==> src/rtl/matmul_seq.sv <==
// Sequential matrix multiplier C = A * B using a single shared multiply-accumulate.
// Operands are captured on the input handshake, and the result is held until the output handshake.
module matmul_seq #(
  parameter int EW     = 3,
  parameter int M      = 2,
  parameter int K      = 4,
  parameter int N      = 2,
  parameter int OW     = 2*EW + $clog2(K),
  parameter int SIGNED = 0
) (
  input  logic                clk,
  input  logic                rst_n,
  input  logic                in_valid,
  output logic                in_ready,
  input  logic [M*K*EW-1:0]   a_flat,
  input  logic [K*N*EW-1:0]   b_flat,
  output logic                out_valid,
  input  logic                out_ready,
  output logic [M*N*OW-1:0]   c_flat,
  output logic                busy
);
  localparam int IW = (M > 1) ? $clog2(M) : 1;
  localparam int JW = (N > 1) ? $clog2(N) : 1;
  localparam int KW = (K > 1) ? $clog2(K) : 1;

  typedef enum logic [1:0] {IDLE, COMPUTE, DONE} state_t;

  state_t              state_reg, state_next;
  logic [M*K*EW-1:0]   a_reg;
  logic [K*N*EW-1:0]   b_reg;
  logic [IW-1:0]       i_reg;
  logic [JW-1:0]       j_reg;
  logic [KW-1:0]       k_reg;
  logic [OW-1:0]       acc_reg;
  logic [M*N*OW-1:0]   c_reg;

  logic [EW-1:0]       a_el, b_el;
  logic [OW-1:0]       a_ext, b_ext, prod, sum;
  logic                last_i, last_j, last_k;

  assign a_el = a_reg[(int'(i_reg)*K + int'(k_reg))*EW +: EW];
  assign b_el = b_reg[(int'(k_reg)*N + int'(j_reg))*EW +: EW];

  // Operands are extended to OW before multiplying; the product modulo 2^OW is
  // identical to the full 2*EW-bit product wrapped into the accumulator.
  generate
    if (SIGNED != 0) begin : g_sext
      assign a_ext = OW'($signed(a_el));
      assign b_ext = OW'($signed(b_el));
    end else begin : g_zext
      assign a_ext = OW'(a_el);
      assign b_ext = OW'(b_el);
    end
  endgenerate

  assign prod   = a_ext * b_ext;
  assign sum    = acc_reg + prod;
  assign last_i = (i_reg == IW'(M-1));
  assign last_j = (j_reg == JW'(N-1));
  assign last_k = (k_reg == KW'(K-1));
  assign c_flat = c_reg;

  always_ff @(posedge clk or negedge rst_n) begin
    if (!rst_n) state_reg <= IDLE;
    else        state_reg <= state_next;
  end

  always_comb begin
    state_next = state_reg;
    in_ready   = 1'b0;
    out_valid  = 1'b0;
    busy       = 1'b0;
    case (state_reg)
      IDLE: begin
        in_ready = 1'b1;
        if (in_valid) state_next = COMPUTE;
      end
      COMPUTE: begin
        busy = 1'b1;
        if (last_i && last_j && last_k) state_next = DONE;
      end
      DONE: begin
        out_valid = 1'b1;
        if (out_ready) state_next = IDLE;
      end
      default: state_next = IDLE;
    endcase
  end

  always_ff @(posedge clk or negedge rst_n) begin
    if (!rst_n) begin
      a_reg   <= '0;
      b_reg   <= '0;
      i_reg   <= '0;
      j_reg   <= '0;
      k_reg   <= '0;
      acc_reg <= '0;
      c_reg   <= '0;
    end else if (state_reg == IDLE && in_valid) begin
      a_reg   <= a_flat;
      b_reg   <= b_flat;
      i_reg   <= '0;
      j_reg   <= '0;
      k_reg   <= '0;
      acc_reg <= '0;
    end else if (state_reg == COMPUTE) begin
      if (last_k) begin
        // Element complete: commit it and walk j, then i.
        c_reg[(int'(i_reg)*N + int'(j_reg))*OW +: OW] <= sum;
        acc_reg <= '0;
        k_reg   <= '0;
        if (last_j) begin
          j_reg <= '0;
          i_reg <= last_i ? '0 : i_reg + IW'(1);
        end else begin
          j_reg <= j_reg + JW'(1);
        end
      end else begin
        acc_reg <= sum;
        k_reg   <= k_reg + KW'(1);
      end
    end
  end
endmodule

==> config.mk <==
export PLATFORM = sky130hd
export DESIGN_NAME = matmul_seq
export DESIGN_NICKNAME = d
export VERILOG_FILES = /design/src/rtl/matmul_seq.sv
export SDC_FILE = /design/constraint.sdc
export NUM_CORES = 1
export LEC_CHECK = 0
export CORE_UTILIZATION = 52
export CTS_CLUSTER_DIAMETER = 200
export DETAILED_ROUTE_END_ITERATION = 16
export DONT_BUFFER_PORTS = 1
export PLACE_DENSITY = 0.78
export SYNTH_ARGS = -nofsm -noshare
export SYNTH_HDL_FRONTEND = slang
export SYNTH_SLANG_ARGS = --single-unit
==> constraint.sdc <==
create_clock -name clk -period 8 [get_ports clk]
set_input_delay 2.4 -clock clk [delete_from_list [all_inputs] [get_ports clk]]
set_output_delay 2.4 -clock clk [all_outputs]
set_load 0.05 [all_outputs]
==> results.tsv, run 1 <==
metric	value	unit
grt_overflow	0	
p_leak	2.18	nW
dieArea	9110	um^2
ir_drop	0.231	mV
cp_max_fo	15	
grt_use_met1	28.5	%
synth_nets	418	
r2r_cells	11	
simple_gate_area_share	9.09	%
worst_pin_slew	1030	ps
first_global_vias	2861	
critPathCapture	c_flat[23]	
rr_endpoint	c_flat[23]	
placed_cell_area	4610	um^2
warnings	30	
cts.path.max_buffers	2	
largest_reg_flops	32	
fin_crit	4420	ps
final_area	4800	um^2
clkPwrFrac	12.1	%
xor_area_share	0.578	%
cts_tree	built	
worstSetupStartpointType	flop	
finalNonFillerCells	454	
postCtsSetupBuffers	0	
antenna_found_initial	0	
wirelength	8.92	mm
hold_ws	500	ps
fin_crit_sh	55.2	%
portBuffers	0	
switchingPower	1.11	mW
routed.top_layer	met4	
status	complete, no violations	
aoi_share	9.42	%
m1WireLength	3.89	mm
run 1: layout by cell type, fill, tap and decap left out, types with 3 or more instances in the layout:
master,synthesis,final
dfrtp_1,94,94
mux2_2,50,50
nand2_1,26,26
inv_1,22,22
o21ai_0,19,19
a22o_1,17,17
ha_1,15,15
mux4_2,12,12
nor2_1,11,11
clkbuf_8,0,9
o31ai_1,6,6
nand3_1,5,5
fa_1,5,5
mux2i_1,4,4
or2_2,3,3
nor2b_1,3,3
and4_1,3,3
a221o_1,3,3
a31oi_1,3,3
run 1: final cells by class:
| class | count | area (um^2) |
|---|---|---|
| timing repair buffer | 2 | 15.0 |
| clock buffer | 10 | 128 |
| tap | 105 | 131 |
| clock inverter | 6 | 57.6 |
| multi-input combinational | 215 | 2030 |
| inverter | 22 | 82.6 |
| fill | 688 | 3540 |
| sequential | 94 | 2350 |
run 1: worst max-delay path: stages, from the launching register on:
cell,delay (ps)
dfrtp_1,800
mux4_2,600
mux2_2,290
inv_1,70
or2_2,110
fa_1,420
fa_1,520
fa_1,480
nor2b_1,170
o2111ai_1,290
and4_1,310
a221o_1,250
run 1: cell usage after synthesis (2+ instances only):
cell type  instances  area, um^2
a211o_1            2        17.5
a221o_1            3        30.0
a22o_1            17         149
a31oi_1            3        18.8
and4_1             3        26.3
buf_2              9        45.0
clkbuf_1           2        7.51
dfrtp_1           94        2350
fa_1               5         100
ha_1              15         188
inv_1             22        82.6
mux2_2            50         563
mux2i_1            4        40.0
mux4_2            12         270
nand2_1           26        97.6
nand3_1            5        25.0
nand4b_4           2        47.6
nor2_1            11        41.3
nor2b_1            3        18.8
nor4b_1            2        17.5
o2111ai_1          2        17.5
o21a_1             2        15.0
o21ai_0           19        95.1
o21bai_1           2        15.0
o31ai_1            6        45.0
or2_2              3        18.8
or4b_4             2        27.5
xor2_1             2        17.5
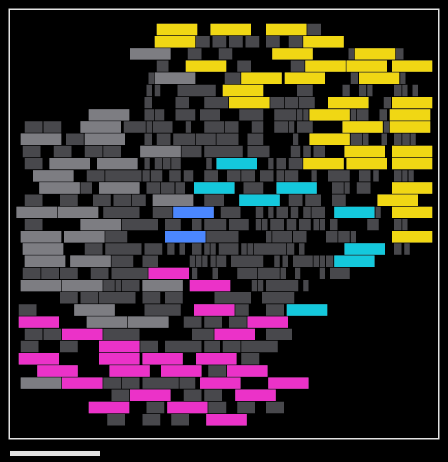
*Sequential cells colored by netlist name, run 1*
The bar under the picture is 20 um long. Other sequential cells in the stronger gray, the rest of the logic in the fainter gray.
Magenta is `a_reg`, flops 24. Cyan is `acc_reg`, flops 8. Yellow is `c_flat`, flops 32. Blue is `k_reg`, flops 2.

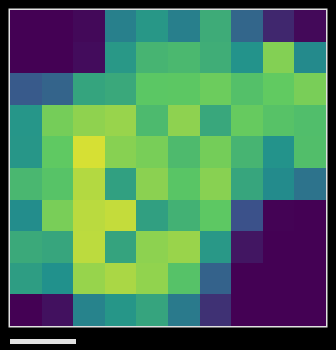
*Local utilization, run 1*
The bar under the picture is 20 um long. The die is cut into 10 by 10 equal tiles; dark purple is low, yellow is high, 0 to 100% covered.
The emptiest ninth of the die: lower right. The mean over all tiles is 51%. 15% of the tiles are nearly empty. 26% of the tiles are over 75% full. The fullest tile reaches 94%.
Core ar.: 8340 um^2
FP Util: 54.5%
Util after Layout: 57.5%

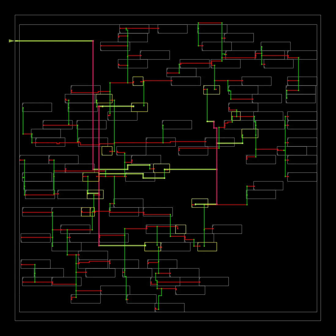
*Clock routing, run 1*
Clock buffer cells: 10
Clock Skew: 13.5 ps
total CTS buffers: 9

--- run 2 (diff from run 1) ---
clock period = 4.5 ns   (was 8 ns; I/O delays follow)
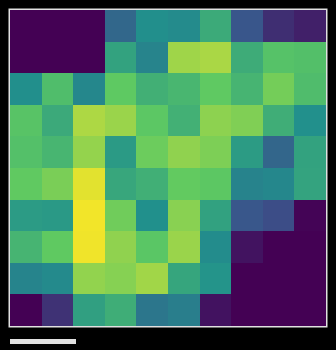
*Local utilization, run 2*
The bar under the picture is 20 um long. The die is cut into 10 by 10 equal tiles; dark purple is low, yellow is high, 0 to 100% covered.
The fullest tile reaches 98%. 26% of the tiles are over 75% full. 16% of the tiles are nearly empty. The mean over all tiles is 52%. The emptiest ninth of the die: lower right.

==> run 2 against run 1 <==
  * Area after synthesis is the same
  * Clock skew grew 7.8 ps
  * Via count grew 1.1%
  * Highest routed layer unchanged
  * Die size is the same
==> results.tsv, run 2 <==
metric	value	unit	change
synth_nets	418		unchanged
dieArea	9110	um^2	unchanged
warnings	30		unchanged
r2r_cells	12		+1
first_global_vias	2986		+4.4%
cp.depth	12		+1
slowest_stage	fa_1		
wirelength	9.23	mm	+3.5%
fp.coreArea	8340	um^2	unchanged
synth.largest_area_cell	dfrtp_1		
crit_chain	buf_4 > mux4_2 > mux2i_1 > or2_2 > fa_1 > fa_1 > fa_1 > nor2b_1 > o2111ai_1 > buf_4 > a211o_1 > o21ai_0		
status	complete, no violations		
utilization	57.9	%	+0.44 points
fin_skew	21.4	ps	+7.85 ps
critical-path-top-delay-family	adder cells		
area_leaders	dfrtp_1 (52%), mux2_2 (12%), mux4_2 (5.9%), ha_1 (4.1%), a22o_1 (3.3%)		
cts_tree	built		
antenna_found_initial	0		unchanged
final_area	4830	um^2	+0.76%
worst_pin_slew	1050	ps	+21.6 ps
cts.path.max_buffers	2		unchanged
fin_crit_sh	90.5	%	+35 points
hold_ws	504	ps	+4.53 ps
switchingPower	2.01	mW	+80%
placed_cell_area	4640	um^2	+0.65%
synthTopCellsByCount	dfrtp_1 (94), mux2_2 (50), nand2_1 (26)		
grt_overflow	0		unchanged
finalNonFillerCells	458		+0.88%
portBuffers	0		unchanged
lay_top_count	dfrtp_1		
initial_core_util	54.5	%	unchanged
cpMostUsedCell	fa_1		
most_common_cell	dfrtp_1		
[run 2: cell counts after synthesis]
Identical to the previous run, type by type.
[run 2: worst max-delay path by stage]
stage / endpoint / startpoint
5_1_grt: acc_reg[7] / k_reg[0]
2_1_floorplan: c_flat[23] / j_reg
4_1_cts: acc_reg[7] / k_reg[0]
3_5_place_dp: c_flat[23] / k_reg[0]
3_3_place_gp: c_flat[23] / j_reg
6_report: acc_reg[7] / k_reg[0]
[run 2: final cells by class]
cell class              instances  area, um^2  share of cell area [%]
multi-input cells             215        2030                    42.0
flip-flops and latches         94        2350                    48.7
repair buffers                  6        45.0                   0.932
well taps                     105         131                    2.72
clock inverters                 7        67.6                    1.40
inverters                      22        82.6                    1.71
clock buffers                   9         124                    2.56
[run 2: cell families after synthesis]
family,synth area share (%)
AND-OR/OR-AND,9.42
XOR/XNOR,0.578
adder cells (fa/ha/maj),6.33
buffers and inverters,3.58
flip-flops,51.8
multiplexers,19.2
AND/OR/NAND/NOR,9.09
[run 2: tightest hold or removal path: cells and delay by family (launching register included)]
family / cells / cell delay [ps]
AND/OR/NAND/NOR: 1 / 50
AND-OR/OR-AND: 1 / 50
flip-flops: 1 / 370
[run 2: routing by layer]
layer	GRT usage, %	share of wire [%]	up-vias
li1	-	-	1263
met1	28.4	43	1415
met2	36.8	49	73
met3	6.06	5.8	14
met4	7.34	1.4	0
met5	0	0	-
[run 2: power by group through the flow]
stage	Combinational (mW)	Sequential [mW]	Clock [mW]
final	2.09	1.76	0.546
after floorplan	1.72	1.64	0
after global routing	2.33	1.81	0.583
after global placement	2.00	1.75	0
after CTS	2.11	1.76	0.548
after detailed placement	2.09	1.78	0
--- run 3 (diff from run 2) ---
CTS_CLUSTER_DIAMETER = default   (was 200)
SLEW_MARGIN = 15   (was default)
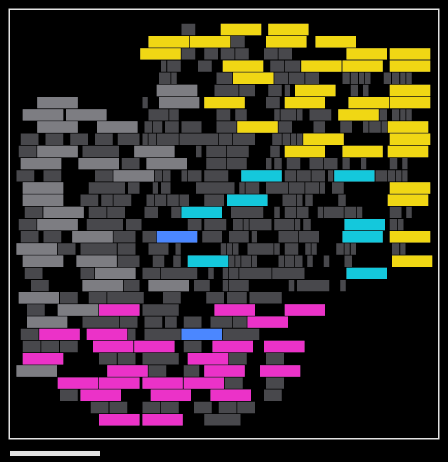
*Sequential cells colored by netlist name, run 3*
The bar under the picture is 20 um long. Other sequential cells in the stronger gray, the rest of the logic in the fainter gray.
Magenta is `a_reg`, flops 24. Blue is `k_reg`, flops 2. Yellow is `c_flat`, flops 32. Cyan is `acc_reg`, flops 8.
fraction of area in registers: 48.7%
Util after Layout: 57.9%
Seq group: 1.76 mW
Seq. cell area: 2350 um^2

==> run 3 against run 2 <==
  * Register-to-register slack barely moved
  * Wire length did not move
  * Clock power barely moved
  * Core utilization did not move
==> results.tsv, run 3 <==
metric	value	unit	change
initial_core_util	54.5	%	unchanged
area_leaders	dfrtp_1 (52%), mux2_2 (12%), mux4_2 (5.9%), ha_1 (4.1%), a22o_1 (3.3%)		
finalNonFillerCells	458		unchanged
relSlewSlack	29.9	%	
warnings	30		unchanged
grt_overflow	0		unchanged
r2r_cells	12		unchanged
synth.largest_area_cell	dfrtp_1		
synthTopCellsByCount	dfrtp_1 (94), mux2_2 (50), nand2_1 (26)		
first_global_vias	2986		unchanged
cts_root_buf	clkbuf_8		
crit_chain	buf_4 > mux4_2 > mux2i_1 > or2_2 > fa_1 > fa_1 > fa_1 > nor2b_1 > o2111ai_1 > buf_4 > a211o_1 > o21ai_0		
pre_cts_ws	411	ps	
fin_crit_sh	90.5	%	unchanged
vias_per_cell	6.04		
lay_top_count	dfrtp_1		
logic_area	2030	um^2	unchanged
hold_class	reg2reg		
placed_cell_area	4640	um^2	unchanged
fin_skew	21.4	ps	unchanged
dieArea	9110	um^2	unchanged
final_area	4830	um^2	unchanged
worst_pin_slew	1050	ps	unchanged
most_common_cell	dfrtp_1		
cts.path.max_buffers	2		unchanged
status	complete, no violations		
wirelength	9.23	mm	unchanged
antenna_found_initial	0		unchanged
slowest_stage	fa_1		
fp.coreArea	8340	um^2	unchanged
synth_nets	418		unchanged
power_density	910	nW/um^2	
cts_tree	built		
run 3: final cells by class:
class	instances	share of cell area [%]
clock buffer	9	2.56
clock inverter	7	1.40
inverter	22	1.71
multi-input combinational	215	42.0
sequential	94	48.7
tap	105	2.72
timing repair buffer	6	0.932
run 3: where the power goes:
part	switching, mW	internal, mW	leakage (nW)
Combinational	1.12	0.974	0.915
Clock	0.331	0.215	0.0989
Sequential	0.559	1.20	1.20
run 3: kinds of logic after synthesis:
family                     Yosys count  share of synthesized area (%)
and+or+nand+nor                     67                           9.09
AOI/OAI and AO/OA                   59                           9.42
buffers and inverters               37                           3.58
xor gates and xnor gates             3                          0.578
adders and majority gates           20                           6.33
muxes                               66                           19.2
DFF                                 94                           51.8
run 3: how the worst max path moves through the flow:
stage | startpoint | end | slack, ps | cells after the start
floorplan | j_reg | c_flat[23] | 500 | 12
global placement | j_reg | c_flat[23] | 530 | 11
detailed placement | k_reg[0] | c_flat[23] | 410 | 11
CTS | k_reg[0] | acc_reg[7] | 410 | 12
global route | k_reg[0] | acc_reg[7] | 170 | 13
finish | k_reg[0] | acc_reg[7] | 430 | 12
run 3: layer usage:
layer  global-route usage [%]  wire, um  up-vias
li1                         -         -     1263
met1                     28.4      4000     1415
met2                     36.8      4570       73
met3                     6.06       533       14
met4                     7.34       127        0
met5                        0         0        -
run 3: worst max-delay path, delay by kind of cell (launching register included):
kind / cells / cell delay [ps]
AOI/OAI and AO/OA: 3 / 520
buffers and inverters: 2 / 450
DFF: 1 / 510
muxes: 2 / 750
adders and majority gates: 3 / 1390
and+or+nand+nor: 2 / 360
No activity file was given, so power comes from the tool's default toggle rates.
